==> images/gate_families.png <==
Bar = 20 µm.
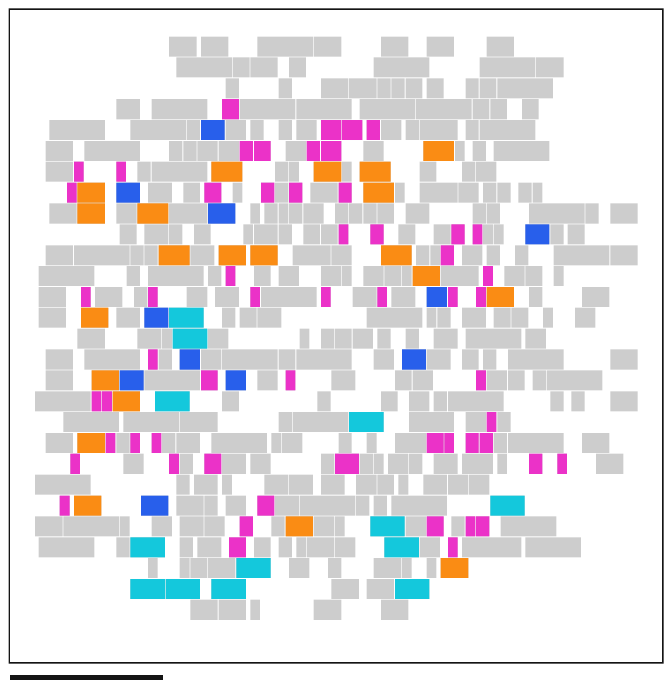
==> images/met3.png <==
Bar = 20 µm. Cells faint in the background.
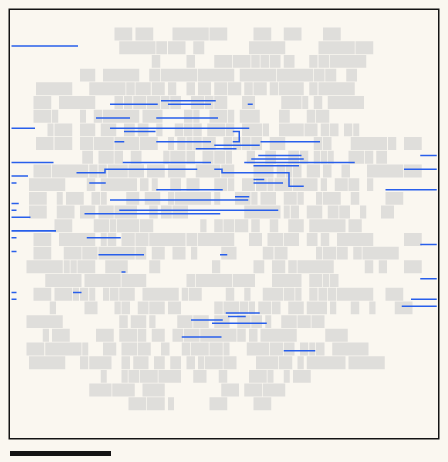
==> images/final_congestion.png <==
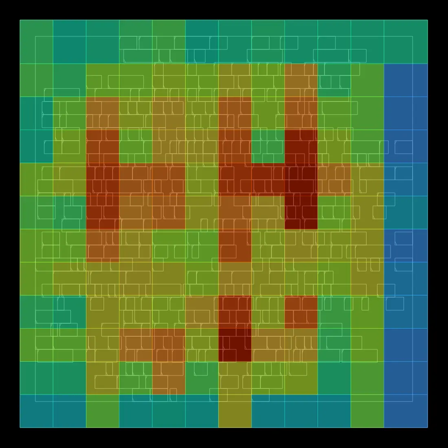
==> images/zoom.png <==
Bar = 10 µm. Region (44, 1) to (84, 41) µm. Cells in grey, sequential cells in the stronger grey; small squares are vias.
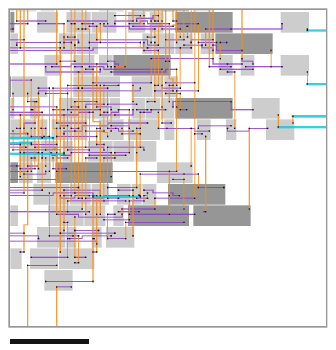
==> images/met1.png <==
Bar = 20 µm. Supply wires on this layer in grey.
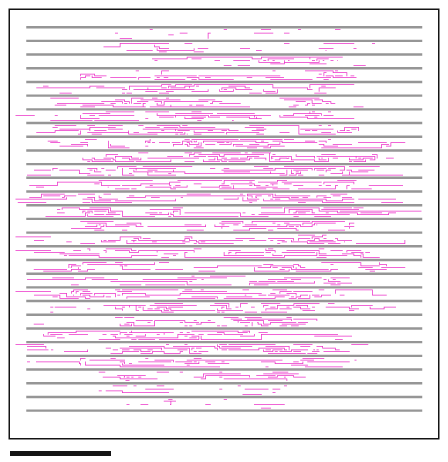
Design flt2int_unit, sky130hd; sources not shown.
==> notes.md <==
impl run done, here's what came out: IO buf count 39, Synth Seq Share 31.4%, combinational share of power 57.6%, CP endpoint kind register, most frequent CP cell ha_1, # hold bufs at CTS 0, Post-CTS Resized 0, final tally of setup violations 0, DRT Pass-1 Iters 5, P_comb 0.00215 W, num ports 40, layout cell share with drive strength beyond 1 10.6%, Synth top cell by count dfxtp_1, CTS Sinks 45, Vias/cell 5.97, syn_nets 392, Iteration-0 DRC Markers 203, status completed, CTS buffer count 5, Psw 0.00173 W, yosys adder share 5.66%, largest net degree at the start of global routing 26, RSZ-0062 raised after global routing no, TritonCTS clock tree yes, startpoint types register, FP Util 47.9%, clock tree buffer depth 2, Finished Core Util 58.9%, Area Growth Syn to Fin 22.9%, first-pass GRT wire length 12800 µm, worst r2r path cells 7, yosys warning tally 0, final hold vios 0, ys flops 45, top cells, area dfxtp_1, ha_1, a21oi_1, max-cap violation count 0, Synth top cells by count dfxtp_1, nor2_1, a21oi_1, Worst EP required 2580 ps, post-CTS setup repair buffer count 0, Net count, final 438, worst setup path class register to register, tool warnings 33, pre-CTS setup slack 33.1 ps, AO/OA Area Share 24.5%, # diodes 0, Worst Slack Setup Final 179 ps, Critical-path top delay cell or4_1
About gate_families.png:
Key: multiplexers = orange [cells 21]; AND-OR and OR-AND gates = blue [cells 11]; adder and majority cells = cyan [cells 13]; NOR gates = magenta [cells 57]
Comb area share: 51.6%
Non-Filler Instances: 481
most common logic cell in the routed design: dfxtp_1

About met3.png:
The layer holds 6.5% of the routed length. The wires run mostly horizontal. 45 nets have wire on it. The longest straight run is 31.3 µm. The layer carries 487 µm of wire.
met3 Use GR: 3.79%
Routed WL: 7480 µm
Vias: 2872

About final_congestion.png:
layer with the highest usage: met2
Routed WL per cell: 15.5 µm
Tot GR Track Use: 21.1%
met1 Usage GRT: 30.3%

About zoom.png:
Key: met3 = cyan; met2 = orange; met1 = purple
74 logic cells have their middle in the window. Most frequent: buf_4 (8), dfxtp_1 (7), clkdlybuf4s50_1 (7). Sequential cells in the window: 8.

About met1.png:
The wires run mostly horizontal. 403 nets have wire on it. The longest straight run is 19.8 µm. The layer carries 3570 µm of wire.

==> final cells by class <==
cell class	instances	area, µm²
fill	544	2460
multi-input combinational	276	1820
sequential	45	902
timing repair buffer	63	571
tap	75	93.8
clock buffer	7	86.3
inverter	15	56.3
==> metrics by stage <==
step	instances	cell area, µm²
6_report	481	3530
5_1_grt	481	3530
2_1_floorplan	360	2870
4_1_cts	481	3530
3_5_place_dp	474	3440
3_3_place_gp	474	3440
==> layout by cell type (no fill, tap or decap), drive strengths merged, types with 4 or more instances in the layout <==
cell,count
a211oi,9
a21oi,29
a221oi,5
a31oi,11
buf,24
clkbuf,7
clkdlybuf4s50,39
dfxtp,45
ha,13
inv,14
mux2,7
mux2i,14
nand2,17
nand2b,12
nand3,16
nand4,5
nor2,30
nor2b,8
nor3,14
o21ai,27
xnor2,4
Power is estimated from default activity; no workload was simulated.
